**Clock distribution**

Drawn at 2 px/um.
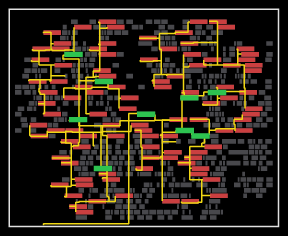
**Wiring by layer**

Drawn at 3 px/um.
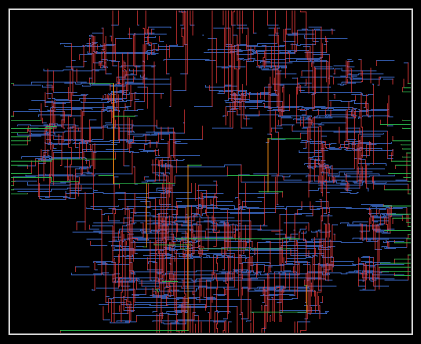
**Metal 4**

Drawn at 3 px/um.
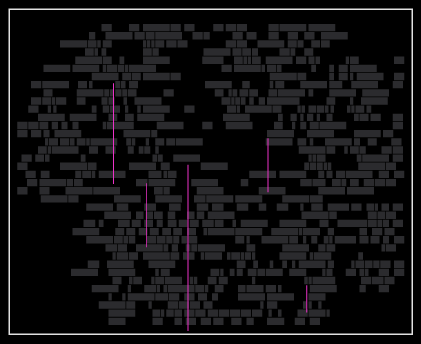
**Close-up of the layout**

Window x 90 to 110, y 17 to 37 um. Cells in gray, sequential cells in the stronger gray; small squares are vias.
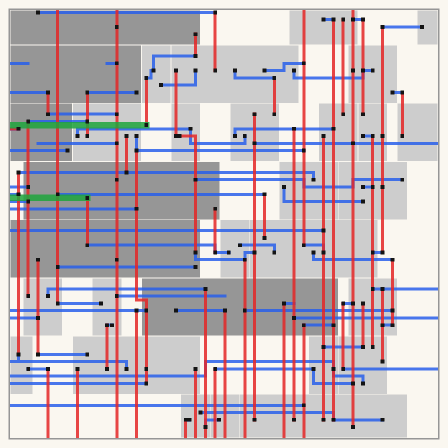
--- src/rtl/hazard_scheduler_pkg.sv ---
// Shared constants and shadow-record types for the ID-side hazard scheduler.
// Opcode/funct values are the MIPS encodings used by the source-usage decoder.
package hazard_scheduler_pkg;

    localparam int OP_W  = 6;
    localparam int FN_W  = 6;
    localparam int REG_W = 5;

    localparam logic [1:0] FWD_RF    = 2'b00;
    localparam logic [1:0] FWD_EXMEM = 2'b01;
    localparam logic [1:0] FWD_MEMWB = 2'b10;

    localparam logic [OP_W-1:0] OP_RTYPE = 6'd0;
    localparam logic [OP_W-1:0] OP_BEQ   = 6'd4;
    localparam logic [OP_W-1:0] OP_BNE   = 6'd5;
    localparam logic [OP_W-1:0] OP_ADDI  = 6'd8;
    localparam logic [OP_W-1:0] OP_ADDIU = 6'd9;
    localparam logic [OP_W-1:0] OP_SLTI  = 6'd10;
    localparam logic [OP_W-1:0] OP_ANDI  = 6'd12;
    localparam logic [OP_W-1:0] OP_ORI   = 6'd13;
    localparam logic [OP_W-1:0] OP_LW    = 6'd35;
    localparam logic [OP_W-1:0] OP_SW    = 6'd43;

    localparam logic [FN_W-1:0] F_SLL     = 6'd0;
    localparam logic [FN_W-1:0] F_SRL     = 6'd2;
    localparam logic [FN_W-1:0] F_SRA     = 6'd3;
    localparam logic [FN_W-1:0] F_JR      = 6'd8;
    localparam logic [FN_W-1:0] F_SYSCALL = 6'd12;
    localparam logic [FN_W-1:0] F_ADD     = 6'd32;
    localparam logic [FN_W-1:0] F_ADDU    = 6'd33;
    localparam logic [FN_W-1:0] F_SUB     = 6'd34;
    localparam logic [FN_W-1:0] F_AND     = 6'd36;
    localparam logic [FN_W-1:0] F_OR      = 6'd37;
    localparam logic [FN_W-1:0] F_NOR     = 6'd39;
    localparam logic [FN_W-1:0] F_SLT     = 6'd42;
    localparam logic [FN_W-1:0] F_SLTU    = 6'd43;

    // MEM/WB only ever need the destination part of a record.
    typedef struct packed {
        logic             valid;
        logic             wr;
        logic [REG_W-1:0] dst;
    } dst_rec_t;

    typedef struct packed {
        dst_rec_t         d;
        logic             load;
        logic [REG_W-1:0] rs;
        logic [REG_W-1:0] rt;
        logic             r1u;
        logic             r2u;
    } shadow_rec_t;

    function automatic logic rec_match(dst_rec_t s, logic [REG_W-1:0] r);
        return s.valid & s.wr & (s.dst != '0) & (s.dst == r);
    endfunction

endpackage

--- src/rtl/hazard_scheduler_if.sv ---
// ID-stage request / pipeline-control response bundle between the datapath and the scheduler.
interface hazard_scheduler_if
    import hazard_scheduler_pkg::*;
#(
    parameter int CNT_W = 32
);
    logic             en;
    logic [OP_W-1:0]  id_op;
    logic [FN_W-1:0]  id_func;
    logic [REG_W-1:0] id_rs;
    logic [REG_W-1:0] id_rt;
    logic [REG_W-1:0] id_dst;
    logic             id_reg_write;
    logic             id_mem_read;
    logic             ex_branch;
    logic             stall;
    logic             bubble_ex;
    logic             flush_id;
    logic [1:0]       fwd_a;
    logic [1:0]       fwd_b;
    logic [CNT_W-1:0] stall_cnt;
    logic [CNT_W-1:0] flush_cnt;

    modport master (
        output en, id_op, id_func, id_rs, id_rt, id_dst, id_reg_write, id_mem_read, ex_branch,
        input  stall, bubble_ex, flush_id, fwd_a, fwd_b, stall_cnt, flush_cnt
    );

    modport slave (
        input  en, id_op, id_func, id_rs, id_rt, id_dst, id_reg_write, id_mem_read, ex_branch,
        output stall, bubble_ex, flush_id, fwd_a, fwd_b, stall_cnt, flush_cnt
    );
endinterface

--- src/rtl/hazard_scheduler_src_usage_decode.sv ---
// Decodes which register sources (rs -> r1u, rt -> r2u) an ID instruction actually reads.
module hazard_scheduler_src_usage_decode
    import hazard_scheduler_pkg::*;
(
    input  logic [OP_W-1:0] op_i,
    input  logic [FN_W-1:0] func_i,
    output logic            r1u_o,
    output logic            r2u_o
);

    always_comb begin
        r1u_o = 1'b0;
        r2u_o = 1'b0;
        if (op_i == OP_RTYPE) begin
            case (func_i)
                F_JR:                 r1u_o = 1'b1;
                F_SLL, F_SRL, F_SRA:  r2u_o = 1'b1;
                F_SYSCALL, F_ADD, F_ADDU, F_SUB, F_AND, F_OR, F_NOR, F_SLT, F_SLTU: begin
                    r1u_o = 1'b1;
                    r2u_o = 1'b1;
                end
                default: ;
            endcase
        end else begin
            case (op_i)
                OP_BEQ, OP_BNE, OP_SW: begin
                    r1u_o = 1'b1;
                    r2u_o = 1'b1;
                end
                OP_ADDI, OP_ADDIU, OP_SLTI, OP_ANDI, OP_ORI, OP_LW: r1u_o = 1'b1;
                default: ;
            endcase
        end
    end

endmodule

--- src/rtl/hazard_scheduler.sv ---
// RAW hazard scheduler beside ID: shadow EX/MEM/WB destination tracking, stall/bubble/flush,
// EX forwarding selects and wrapping stall/flush event counters.
module hazard_scheduler
    import hazard_scheduler_pkg::*;
#(
    parameter bit FORWARDING = 1'b1,
    parameter int CNT_W      = 32
) (
    input  logic              clk,
    input  logic              rst,
    hazard_scheduler_if.slave bus
);

    logic        r1u, r2u;
    shadow_rec_t ex_q, ex_d;
    dst_rec_t    mem_q, wb_q;
    logic [CNT_W-1:0] stall_cnt_q, flush_cnt_q;
    logic        ex_hit, mem_hit, stall_raw;
    logic        stall, bubble_ex, flush_id;
    logic [1:0]  fwd_a, fwd_b;

    hazard_scheduler_src_usage_decode u_dec (
        .op_i   (bus.id_op),
        .func_i (bus.id_func),
        .r1u_o  (r1u),
        .r2u_o  (r2u)
    );

    assign ex_hit  = (r1u & rec_match(ex_q.d, bus.id_rs)) | (r2u & rec_match(ex_q.d, bus.id_rt));
    assign mem_hit = (r1u & rec_match(mem_q, bus.id_rs))  | (r2u & rec_match(mem_q, bus.id_rt));
    // WB never hazards: the register file writes in the first half-cycle.
    assign stall_raw = FORWARDING ? (ex_hit & ex_q.load) : (ex_hit | mem_hit);

    always_comb begin
        if (bus.ex_branch) begin
            stall     = 1'b0;
            bubble_ex = 1'b1;
            flush_id  = 1'b1;
        end else begin
            stall     = stall_raw;
            bubble_ex = stall_raw;
            flush_id  = 1'b0;
        end
    end

    always_comb begin
        ex_d = '0;
        if (!bubble_ex) begin
            ex_d.d.valid = 1'b1;
            ex_d.d.wr    = bus.id_reg_write;
            ex_d.d.dst   = bus.id_dst;
            ex_d.load    = bus.id_mem_read;
            ex_d.rs      = bus.id_rs;
            ex_d.rt      = bus.id_rt;
            ex_d.r1u     = r1u;
            ex_d.r2u     = r2u;
        end
    end

    always_comb begin
        fwd_a = FWD_RF;
        fwd_b = FWD_RF;
        if (FORWARDING && ex_q.d.valid) begin
            if (ex_q.r1u) begin
                if (rec_match(mem_q, ex_q.rs))     fwd_a = FWD_EXMEM;
                else if (rec_match(wb_q, ex_q.rs)) fwd_a = FWD_MEMWB;
            end
            if (ex_q.r2u) begin
                if (rec_match(mem_q, ex_q.rt))     fwd_b = FWD_EXMEM;
                else if (rec_match(wb_q, ex_q.rt)) fwd_b = FWD_MEMWB;
            end
        end
    end

    always_ff @(posedge clk or posedge rst) begin
        if (rst) begin
            ex_q        <= '0;
            mem_q       <= '0;
            wb_q        <= '0;
            stall_cnt_q <= '0;
            flush_cnt_q <= '0;
        end else if (bus.en) begin
            wb_q        <= mem_q;
            mem_q       <= ex_q.d;
            ex_q        <= ex_d;
            stall_cnt_q <= stall_cnt_q + CNT_W'(stall);
            flush_cnt_q <= flush_cnt_q + CNT_W'(bus.ex_branch);
        end
    end

    assign bus.stall     = stall;
    assign bus.bubble_ex = bubble_ex;
    assign bus.flush_id  = flush_id;
    assign bus.fwd_a     = fwd_a;
    assign bus.fwd_b     = fwd_b;
    assign bus.stall_cnt = stall_cnt_q;
    assign bus.flush_cnt = flush_cnt_q;

endmodule
--- src/flat_wrapper.sv ---
// flat-port wrapper written by rule: the top's interface ports become plain ports
module hazard_scheduler_flat import hazard_scheduler_pkg::*;
#(
    parameter bit FORWARDING = 1'b1,
    parameter int CNT_W      = 32
)
  (clk, rst, bus_en, bus_id_op, bus_id_func, bus_id_rs, bus_id_rt, bus_id_dst, bus_id_reg_write, bus_id_mem_read, bus_ex_branch, bus_stall, bus_bubble_ex, bus_flush_id, bus_fwd_a, bus_fwd_b, bus_stall_cnt, bus_flush_cnt);
  hazard_scheduler_if #(.CNT_W(CNT_W)) bus_i ();
  input  logic clk;
  input  logic rst;
  input wire logic [$bits(bus_i.en)-1:0] bus_en;
  input wire logic [$bits(bus_i.id_op)-1:0] bus_id_op;
  input wire logic [$bits(bus_i.id_func)-1:0] bus_id_func;
  input wire logic [$bits(bus_i.id_rs)-1:0] bus_id_rs;
  input wire logic [$bits(bus_i.id_rt)-1:0] bus_id_rt;
  input wire logic [$bits(bus_i.id_dst)-1:0] bus_id_dst;
  input wire logic [$bits(bus_i.id_reg_write)-1:0] bus_id_reg_write;
  input wire logic [$bits(bus_i.id_mem_read)-1:0] bus_id_mem_read;
  input wire logic [$bits(bus_i.ex_branch)-1:0] bus_ex_branch;
  output wire logic [$bits(bus_i.stall)-1:0] bus_stall;
  output wire logic [$bits(bus_i.bubble_ex)-1:0] bus_bubble_ex;
  output wire logic [$bits(bus_i.flush_id)-1:0] bus_flush_id;
  output wire logic [$bits(bus_i.fwd_a)-1:0] bus_fwd_a;
  output wire logic [$bits(bus_i.fwd_b)-1:0] bus_fwd_b;
  output wire logic [$bits(bus_i.stall_cnt)-1:0] bus_stall_cnt;
  output wire logic [$bits(bus_i.flush_cnt)-1:0] bus_flush_cnt;
  assign bus_i.en = bus_en;
  assign bus_i.id_op = bus_id_op;
  assign bus_i.id_func = bus_id_func;
  assign bus_i.id_rs = bus_id_rs;
  assign bus_i.id_rt = bus_id_rt;
  assign bus_i.id_dst = bus_id_dst;
  assign bus_i.id_reg_write = bus_id_reg_write;
  assign bus_i.id_mem_read = bus_id_mem_read;
  assign bus_i.ex_branch = bus_ex_branch;
  assign bus_stall = bus_i.stall;
  assign bus_bubble_ex = bus_i.bubble_ex;
  assign bus_flush_id = bus_i.flush_id;
  assign bus_fwd_a = bus_i.fwd_a;
  assign bus_fwd_b = bus_i.fwd_b;
  assign bus_stall_cnt = bus_i.stall_cnt;
  assign bus_flush_cnt = bus_i.flush_cnt;
  hazard_scheduler #(.FORWARDING(FORWARDING), .CNT_W(CNT_W)) u_core (.clk(clk), .rst(rst), .bus(bus_i));
endmodule
--- config.mk ---
export PLATFORM = sky130hd
export DESIGN_NAME = hazard_scheduler_flat
export DESIGN_NICKNAME = d
export VERILOG_FILES = /design/src/rtl/hazard_scheduler_pkg.sv /design/src/rtl/hazard_scheduler_if.sv /design/src/rtl/hazard_scheduler_src_usage_decode.sv /design/src/rtl/hazard_scheduler.sv /design/src/flat_wrapper.sv
export SDC_FILE = /design/constraint.sdc
export NUM_CORES = 1
export LEC_CHECK = 0
export CAP_MARGIN = 20
export CORE_ASPECT_RATIO = 0.8
export CORE_MARGIN = 2
export CORE_UTILIZATION = 37
export CTS_BUF_LIST = sky130_fd_sc_hd__clkbuf_16
export CTS_CLUSTER_DIAMETER = 60
export DETAILED_ROUTE_END_ITERATION = 16
export PLACE_DENSITY = 0.64
export SYNTH_ARGS = -nofsm -noshare
export SYNTH_HDL_FRONTEND = slang
export SYNTH_SLANG_ARGS = --single-unit
export TNS_END_PERCENT = 100
--- constraint.sdc ---
create_clock -name clk -period 4.4 [get_ports clk]
set_input_delay 1.1 -clock clk [delete_from_list [all_inputs] [get_ports clk]]
set_output_delay 1.1 -clock clk [all_outputs]
set_load 0.1 [all_outputs]
==> results.yml <==
# synthesis and place-and-route metrics
global_route:
  grt_busiest_layer: "met2"
  grt_pass1_wl_um: 19100
  grt_max_degree: 53
final_timing:
  hold_viol: 0
drt:
  vias_per_cell: 5.00
  drt-initial-drc-count: 216
floorplan:
  die_x_um: 134
  io_pins: 104
  die_area_um2: 14400
power:
  clk-power_mw: 0.765
  p_clk_frac: 0.334
  power-per-cell-area_nw_per_um2: 350
  cellLeakagePower_nw: 2.89
place:
  post_dp_cell_area_um2: 6250
finish:
  antenna_cells: 0
  comb-cell-share: 0.350
  largestClassByArea: "registers"
  layout_top_cell: "dfrtp_1"
setup_path:
  critPathKind: "input pin to output pin"
  r2r-end: "u_core.bus.stall_cnt[28]"
logic_synthesis:
  synthXorXnorAreaFrac: 0.158
  ff_type: "dfrtp_1"
  floorplan.nets: 494
run_status:
  status: "completed"
run:
  drv_cap: 0
## Picture notes: 'clock distribution'
Key: yellow = clock wires [length 1230 um]; red = flip-flops [count 98]; green = clock-net drivers [count 9]
Position of the flops: all over the die. There are 10 routed clock nets.
final setup skew: 0.00400 ns
Skew-Pair Late Insertion Delay: 0.33 ns

## Picture notes: 'wiring by layer'
Key: green = M3 [wire length 509 um]; orange = M4 [wire length 136 um]; red = M2 [wire length 5100 um]; blue = M1 [wire length 5610 um]
Total Routing Usage GR: 0.166
Vias: 3738

## Picture notes: 'metal 4'
The layer holds 1.2% of the routed length. The wires run mostly vertical.
WL final: 11300 um

## Picture notes: 'close-up of the layout'
Key: green = M3; blue = M1; red = M2
Netlist names of flops here include `u_core.ex_q` (5). 27 logic cells have their middle in the window. Sequential cells in the window: 5. Most frequent: inv_1 (6), dfrtp_1 (5), o32ai_2 (3).

Power and IR drop assume default switching activity.
